--- src/rtl/i2c_transaction_sequencer_if.sv ---
// Request, write-data, read-data and byte-engine signals of the I2C transaction sequencer.
// master = sequencer side, slave = requester/engine side.
interface i2c_transaction_sequencer_if #(
  parameter int LEN_W = 4
) ();
  logic             req_valid;
  logic             req_ready;
  logic             req_read;
  logic [6:0]       req_dev_addr;
  logic [7:0]       req_reg_addr;
  logic [LEN_W-1:0] req_len;
  logic [7:0]       wr_data;
  logic             wr_data_valid;
  logic             wr_data_ready;
  logic [7:0]       rd_data;
  logic             rd_data_valid;
  logic             done;
  logic [2:0]       error;
  logic [2:0]       eng_cmd;
  logic             eng_cmd_valid;
  logic [7:0]       eng_tx_byte;
  logic             eng_done;
  logic             eng_nack;
  logic             eng_timeout;
  logic [7:0]       eng_rx_byte;

  modport master (
    input  req_valid, req_read, req_dev_addr, req_reg_addr, req_len,
    input  wr_data, wr_data_valid,
    input  eng_done, eng_nack, eng_timeout, eng_rx_byte,
    output req_ready, wr_data_ready, rd_data, rd_data_valid, done, error,
    output eng_cmd, eng_cmd_valid, eng_tx_byte
  );

  modport slave (
    output req_valid, req_read, req_dev_addr, req_reg_addr, req_len,
    output wr_data, wr_data_valid,
    output eng_done, eng_nack, eng_timeout, eng_rx_byte,
    input  req_ready, wr_data_ready, rd_data, rd_data_valid, done, error,
    input  eng_cmd, eng_cmd_valid, eng_tx_byte
  );
endinterface

--- src/rtl/i2c_transaction_sequencer.sv ---
// Register-level I2C transaction sequencer: one engine command outstanding, next state the cycle after eng_done.
// Requests accepted only when idle; wr_data is pulled on demand, rd_data is a strobe with no backpressure.
module i2c_transaction_sequencer #(
  parameter int MAX_LEN = 8,
  parameter int LEN_W   = 4
) (
  input logic clk,
  input logic reset,
  i2c_transaction_sequencer_if.master bus
);
  localparam logic [3:0] S_IDLE   = 4'd0;
  localparam logic [3:0] S_CHECK  = 4'd1;
  localparam logic [3:0] S_START  = 4'd2;
  localparam logic [3:0] S_DEV_W  = 4'd3;
  localparam logic [3:0] S_REG    = 4'd4;
  localparam logic [3:0] S_WFETCH = 4'd5;
  localparam logic [3:0] S_WDATA  = 4'd6;
  localparam logic [3:0] S_RSTART = 4'd7;
  localparam logic [3:0] S_DEV_R  = 4'd8;
  localparam logic [3:0] S_RDATA  = 4'd9;
  localparam logic [3:0] S_STOP   = 4'd10;
  localparam logic [3:0] S_DONE   = 4'd11;

  localparam logic [2:0] C_START  = 3'd0;
  localparam logic [2:0] C_RSTART = 3'd1;
  localparam logic [2:0] C_WRITE  = 3'd2;
  localparam logic [2:0] C_RACK   = 3'd3;
  localparam logic [2:0] C_RNACK  = 3'd4;
  localparam logic [2:0] C_STOP   = 3'd5;

  localparam logic [LEN_W-1:0] MAX_LEN_L = LEN_W'(MAX_LEN);
  localparam logic [LEN_W-1:0] ONE_L     = LEN_W'(1);

  logic [3:0]       state;
  logic             waiting;
  logic             rd_q;
  logic [6:0]       dev_q;
  logic [7:0]       reg_q;
  logic [7:0]       wdat_q;
  logic [LEN_W-1:0] len_q;
  logic [LEN_W-1:0] cnt;
  logic [2:0]       err_q;
  logic             rd_vld_q;
  logic [7:0]       rd_dat_q;

  logic cmd_state, step, bad_len, last;

  assign cmd_state = (state == S_START) || (state == S_DEV_W) || (state == S_REG) ||
                     (state == S_WDATA) || (state == S_RSTART) || (state == S_DEV_R) ||
                     (state == S_RDATA) || (state == S_STOP);
  assign step    = waiting && bus.eng_done;
  assign bad_len = len_q > MAX_LEN_L;
  assign last    = (cnt == ONE_L);

  assign bus.req_ready     = (state == S_IDLE);
  assign bus.wr_data_ready = (state == S_WFETCH);
  assign bus.eng_cmd_valid = cmd_state && !waiting;
  assign bus.done          = (state == S_DONE) || (state == S_CHECK && bad_len);
  assign bus.error         = (state == S_CHECK && bad_len) ? 3'd4 : err_q;
  assign bus.rd_data       = rd_dat_q;
  assign bus.rd_data_valid = rd_vld_q;

  always_comb begin
    bus.eng_cmd     = C_START;
    bus.eng_tx_byte = 8'h00;
    case (state)
      S_START:  bus.eng_cmd = C_START;
      S_DEV_W:  begin bus.eng_cmd = C_WRITE; bus.eng_tx_byte = {dev_q, 1'b0}; end
      S_REG:    begin bus.eng_cmd = C_WRITE; bus.eng_tx_byte = reg_q; end
      S_WDATA:  begin bus.eng_cmd = C_WRITE; bus.eng_tx_byte = wdat_q; end
      S_RSTART: bus.eng_cmd = C_RSTART;
      S_DEV_R:  begin bus.eng_cmd = C_WRITE; bus.eng_tx_byte = {dev_q, 1'b1}; end
      S_RDATA:  bus.eng_cmd = last ? C_RNACK : C_RACK;
      S_STOP:   bus.eng_cmd = C_STOP;
      default:  ;
    endcase
  end

  always_ff @(posedge clk) begin
    if (reset) begin
      state    <= S_IDLE;
      waiting  <= 1'b0;
      rd_q     <= 1'b0;
      dev_q    <= '0;
      reg_q    <= '0;
      wdat_q   <= '0;
      len_q    <= '0;
      cnt      <= '0;
      err_q    <= '0;
      rd_vld_q <= 1'b0;
      rd_dat_q <= '0;
    end else begin
      rd_vld_q <= 1'b0;
      if (cmd_state && !waiting) waiting <= 1'b1;
      case (state)
        S_IDLE: if (bus.req_valid) begin
          rd_q  <= bus.req_read;
          dev_q <= bus.req_dev_addr;
          reg_q <= bus.req_reg_addr;
          len_q <= bus.req_len;
          cnt   <= bus.req_len;
          err_q <= 3'd0;
          state <= S_CHECK;
        end
        S_CHECK: begin
          if (bad_len) begin
            err_q <= 3'd4;
            state <= S_IDLE;
          end else begin
            state <= S_START;
          end
        end
        S_WFETCH: if (bus.wr_data_valid) begin
          wdat_q <= bus.wr_data;
          state  <= S_WDATA;
        end
        S_DONE: state <= S_IDLE;
        default: if (step) begin
          waiting <= 1'b0;
          // A stretch timeout leaves the bus hung, so no STOP is attempted.
          if (bus.eng_timeout) begin
            err_q <= 3'd3;
            state <= S_DONE;
          end else begin
            case (state)
              S_START: state <= S_DEV_W;
              S_DEV_W: begin
                if (bus.eng_nack) begin err_q <= 3'd1; state <= S_STOP; end
                else state <= S_REG;
              end
              S_REG: begin
                if (bus.eng_nack) begin err_q <= 3'd2; state <= S_STOP; end
                else if (len_q == '0) state <= S_STOP;
                else if (rd_q) state <= S_RSTART;
                else state <= S_WFETCH;
              end
              S_WDATA: begin
                if (bus.eng_nack) begin
                  err_q <= 3'd2;
                  state <= S_STOP;
                end else begin
                  cnt   <= cnt - ONE_L;
                  state <= last ? S_STOP : S_WFETCH;
                end
              end
              S_RSTART: state <= S_DEV_R;
              S_DEV_R: begin
                if (bus.eng_nack) begin err_q <= 3'd1; state <= S_STOP; end
                else state <= S_RDATA;
              end
              S_RDATA: begin
                rd_vld_q <= 1'b1;
                rd_dat_q <= bus.eng_rx_byte;
                cnt      <= cnt - ONE_L;
                state    <= last ? S_STOP : S_RDATA;
              end
              S_STOP:  state <= S_DONE;
              default: state <= S_IDLE;
            endcase
          end
        end
      endcase
    end
  end
endmodule

--- src/flat_wrapper.sv ---
// flat-port wrapper written by rule: the top's interface ports become plain ports
module i2c_transaction_sequencer_flat 
#(
  parameter int MAX_LEN = 8,
  parameter int LEN_W   = 4
)
  (clk, reset, bus_req_valid, bus_req_read, bus_req_dev_addr, bus_req_reg_addr, bus_req_len, bus_wr_data, bus_wr_data_valid, bus_eng_done, bus_eng_nack, bus_eng_timeout, bus_eng_rx_byte, bus_req_ready, bus_wr_data_ready, bus_rd_data, bus_rd_data_valid, bus_done, bus_error, bus_eng_cmd, bus_eng_cmd_valid, bus_eng_tx_byte);
  i2c_transaction_sequencer_if #(.LEN_W(LEN_W)) bus_i ();
  input logic clk;
  input logic reset;
  input wire logic [$bits(bus_i.req_valid)-1:0] bus_req_valid;
  input wire logic [$bits(bus_i.req_read)-1:0] bus_req_read;
  input wire logic [$bits(bus_i.req_dev_addr)-1:0] bus_req_dev_addr;
  input wire logic [$bits(bus_i.req_reg_addr)-1:0] bus_req_reg_addr;
  input wire logic [$bits(bus_i.req_len)-1:0] bus_req_len;
  input wire logic [$bits(bus_i.wr_data)-1:0] bus_wr_data;
  input wire logic [$bits(bus_i.wr_data_valid)-1:0] bus_wr_data_valid;
  input wire logic [$bits(bus_i.eng_done)-1:0] bus_eng_done;
  input wire logic [$bits(bus_i.eng_nack)-1:0] bus_eng_nack;
  input wire logic [$bits(bus_i.eng_timeout)-1:0] bus_eng_timeout;
  input wire logic [$bits(bus_i.eng_rx_byte)-1:0] bus_eng_rx_byte;
  output wire logic [$bits(bus_i.req_ready)-1:0] bus_req_ready;
  output wire logic [$bits(bus_i.wr_data_ready)-1:0] bus_wr_data_ready;
  output wire logic [$bits(bus_i.rd_data)-1:0] bus_rd_data;
  output wire logic [$bits(bus_i.rd_data_valid)-1:0] bus_rd_data_valid;
  output wire logic [$bits(bus_i.done)-1:0] bus_done;
  output wire logic [$bits(bus_i.error)-1:0] bus_error;
  output wire logic [$bits(bus_i.eng_cmd)-1:0] bus_eng_cmd;
  output wire logic [$bits(bus_i.eng_cmd_valid)-1:0] bus_eng_cmd_valid;
  output wire logic [$bits(bus_i.eng_tx_byte)-1:0] bus_eng_tx_byte;
  assign bus_i.req_valid = bus_req_valid;
  assign bus_i.req_read = bus_req_read;
  assign bus_i.req_dev_addr = bus_req_dev_addr;
  assign bus_i.req_reg_addr = bus_req_reg_addr;
  assign bus_i.req_len = bus_req_len;
  assign bus_i.wr_data = bus_wr_data;
  assign bus_i.wr_data_valid = bus_wr_data_valid;
  assign bus_i.eng_done = bus_eng_done;
  assign bus_i.eng_nack = bus_eng_nack;
  assign bus_i.eng_timeout = bus_eng_timeout;
  assign bus_i.eng_rx_byte = bus_eng_rx_byte;
  assign bus_req_ready = bus_i.req_ready;
  assign bus_wr_data_ready = bus_i.wr_data_ready;
  assign bus_rd_data = bus_i.rd_data;
  assign bus_rd_data_valid = bus_i.rd_data_valid;
  assign bus_done = bus_i.done;
  assign bus_error = bus_i.error;
  assign bus_eng_cmd = bus_i.eng_cmd;
  assign bus_eng_cmd_valid = bus_i.eng_cmd_valid;
  assign bus_eng_tx_byte = bus_i.eng_tx_byte;
  i2c_transaction_sequencer #(.MAX_LEN(MAX_LEN), .LEN_W(LEN_W)) u_core (.clk(clk), .reset(reset), .bus(bus_i));
endmodule
--- config.mk ---
export PLATFORM = sky130hd
export DESIGN_NAME = i2c_transaction_sequencer_flat
export DESIGN_NICKNAME = d
export VERILOG_FILES = /design/src/rtl/i2c_transaction_sequencer_if.sv /design/src/rtl/i2c_transaction_sequencer.sv /design/src/flat_wrapper.sv
export SDC_FILE = /design/constraint.sdc
export NUM_CORES = 1
export LEC_CHECK = 0
export CAP_MARGIN = 20
export CORE_ASPECT_RATIO = 0.5
export CORE_MARGIN = 5
export CORE_UTILIZATION = 44
export DETAILED_ROUTE_END_ITERATION = 10
export GPL_ROUTABILITY_DRIVEN = 0
export MAX_ROUTING_LAYER = met4
export PLACE_DENSITY = 0.76
export SLEW_MARGIN = 10
export SYNTH_ARGS = -nofsm -noshare
export SYNTH_HDL_FRONTEND = slang
export SYNTH_SLANG_ARGS = --single-unit
--- constraint.sdc ---
create_clock -name clk -period 1.8 [get_ports clk]
set_clock_uncertainty 0.1 [all_clocks]
set_input_delay 0.45 -clock clk [delete_from_list [all_inputs] [get_ports clk]]
set_output_delay 0.45 -clock clk [all_outputs]
set_load 0.02 [all_outputs]
pdn.png
Drawn at 4 px/um. Pins as bars on the die edge. Tap cells in gray.
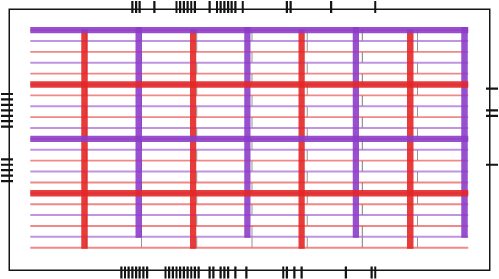
- purple: VDD
- red: VSS
- met4 straps: 8
- met5 straps: 4

cell_classes.png
Drawn at 4 px/um. Fill, decap, tap and diode cells in gray.
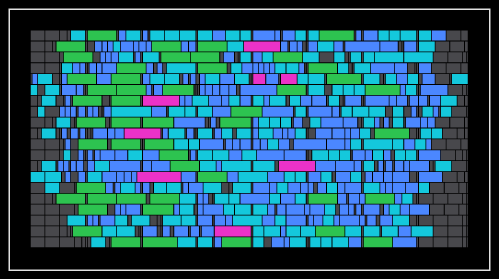
- magenta: clock drivers and dummy loads (cells 8; share of their area 3.7%)
- green: flops (cells 49; share of their area 21%)
- cyan: other buffers and delay cells (cells 172; share of their area 35%)
- blue: all other logic (cells 260; share of their area 39%)

clock_map.png
Drawn at 4 px/um.
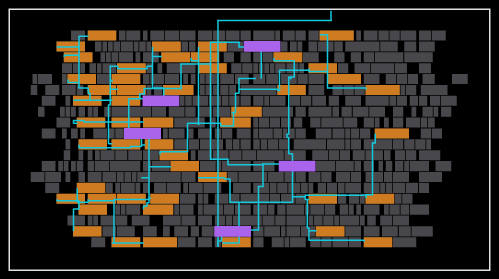
- purple: cells driving clock nets (count 5)
- cyan: clock wires (length 721 um)
- orange: flip-flops (count 49)
- routed clock nets: 6

metal_stack.png
Drawn at 4 px/um.
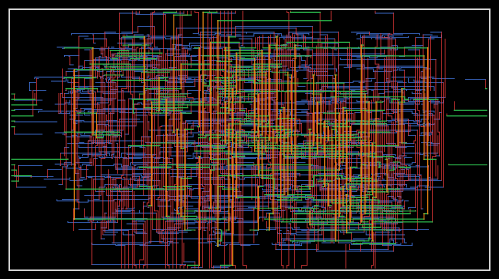
- blue: met1 (wire length 5000 um)
- red: met2 (wire length 6320 um)
- orange: met4 (wire length 1370 um)
- green: met3 (wire length 1720 um)
Global Route Usage Sum: 0.292
drt wl/cell: 25.5 um
via count: 3779
final WL: 14400 um

final_congestion.png
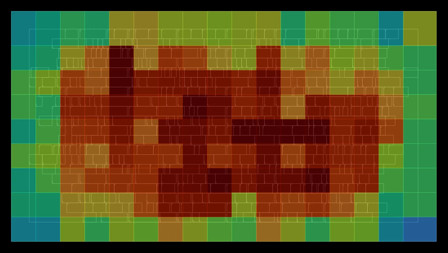
grt met3 use: 0.0636
GR Util met1: 0.326

-- power groups by stage --
stage | sequential, mW | clock, mW | combinational [mW]
after floorplan | 1.39 | 0 | 1.42
after global placement | 1.40 | 0 | 2.45
after detailed placement | 1.42 | 0 | 2.52
after CTS | 1.45 | 1.12 | 3.38
after global routing | 1.49 | 1.20 | 4.51
final | 1.49 | 1.15 | 4.36
-- path summary, 6_finish.rpt --
path / slack, ns / endpoint / from / cells after the start
worst max register to register: -0.56 / u_core.cnt[0] / u_core.state[3] / 5
worst max-delay path: -0.66 / bus_eng_tx_byte[6] / u_core.state[0] / 6
worst min register to register: 0.36 / u_core.reg_q[3] / u_core.reg_q[3] / 2
worst min-delay path: 0.36 / u_core.reg_q[3] / u_core.reg_q[3] / 2
-- metrics by stage --
stage	std cells	power, mW	cell area, sq um	hold WS (ns)	utilization
3_3_place_gp	527	3.86	3900	0.343	0.655
2_1_floorplan	336	2.81	2700	0.336	-
4_1_cts	553	5.95	4480	0.363	0.753
3_5_place_dp	527	3.94	3900	0.350	0.655
6_report	566	7.00	4810	0.365	0.808
5_1_grt	566	7.21	4810	0.380	0.808
-- placed cells by master, fill, tap and decap left out, types with 9 or more instances in the layout --
| cell type | count |
|---|---|
| mux2i_1 | 9 |
| nand3_1 | 10 |
| nand2_2 | 9 |
| a21oi_1 | 31 |
| nor2_1 | 21 |
| nand2_1 | 50 |
| inv_1 | 11 |
| buf_4 | 73 |
| clkdlybuf4s50_1 | 40 |
| buf_6 | 34 |
| dfxtp_1 | 39 |
-- routing by layer --
metal	track usage	up-vias	share of wire
met3	0.0636	165	0.12
met5	-	-	0
met1	0.326	1720	0.35
met2	0.496	390	0.44
li1	-	1504	-
met4	0.161	0	0.095
==> run summary <==
OpenROAD warning count - 30
Clock Latency Late Sink - 0.31 ns
worst IR drop on VDD - 0.770 mV
final setup margin - -0.663 ns
part of the power in registers - 0.212
failing checks - setup timing
clk buf depth - 2
unrepaired setup endpoints after global routing - yes
io pins - 70
Combinational Power Share - 0.623
Top delay family on crit path - simple AND/OR/NAND/NOR gates
post-synthesis cell area - 2650 sq um
number of cell rows - 20
Die ar. - 7770 sq um
sw frac - 0.415
antenna cell count - 0
leakage - 2.21 nW
Non-clock buffer share - 0.347
Layout clock area frac - 0.0364
Simple-Gate Area Share - 0.268
gr ovfl total - 0
fill count - 286
Psw - 2.90 mW
clock share of power - 0.165
crit path max fanout - 8
sequential fraction of the synthesis area - 0.370
Primary FF master, synth - dfxtp_1
post-cts sizing count - 169
initial antenna violation count - 0
Max Slew Vio Count - 0
area of the core - 5960 sq um
CP Cell Sequence - nor2_1 > a21oi_4 > nor2_4 > a222oi_1 > inv_1 > buf_6
# DRC - 0
fraction of layout cells with a size suffix above 1 - 0.427
Max-Cap Viols - 0
Multi-input gate area - 1810 sq um
CTS buffer count - 5
WP data arrival - 1.91 ns
yosys synthesis warning count - 0
count leader, synth - nand2_1
CTS tree - yes
flop share of the area - 0.209
slowest stage delay, CP - 0.40 ns
Max stage delay cell, worst path - nor2_1
ys async rst share - 0
Mux cell area share - 0.0378
global-route wire length before repair - 17500 um
Synth area leaders - dfxtp_1 (37%), nand2_1 (8.6%), a21oi_1 (7.4%)
setup TNS - -16.88 ns
FF+latch count - 49
Area Overhead vs Synth - 81.6%
# hold bufs at CTS - 0
Placement Setup Slack - -0.600 ns
status - finished with violations
Post-synth EDFFs - 0
final hold viol count - 0
crit end category - primary output
Combinational Gates - 246
drt pass-1 iters - 8
Post-DRT Antenna Nets - 0
yosys xor share - 0
Reg area - 1010 sq um
cell type with the highest aggregate area in the netlist - dfxtp_1
Final period util - 1.37
kind of critical path - reg2out
Post CTS Setup Buffer Count - 16
ys cells - 336
Main logic family - simple AND/OR/NAND/NOR gates
fraction of area in multi-input gates - 0.376
Buffers, non-clock - 172
relative slew slack - 0.141
Initial Util - 0.445
Setup violations, final - 55
Inverters, non-clock - 14
Mean Syn Cell Area - 7.88 sq um
Power figures rest on the tool's default switching activity, not on a simulated workload.
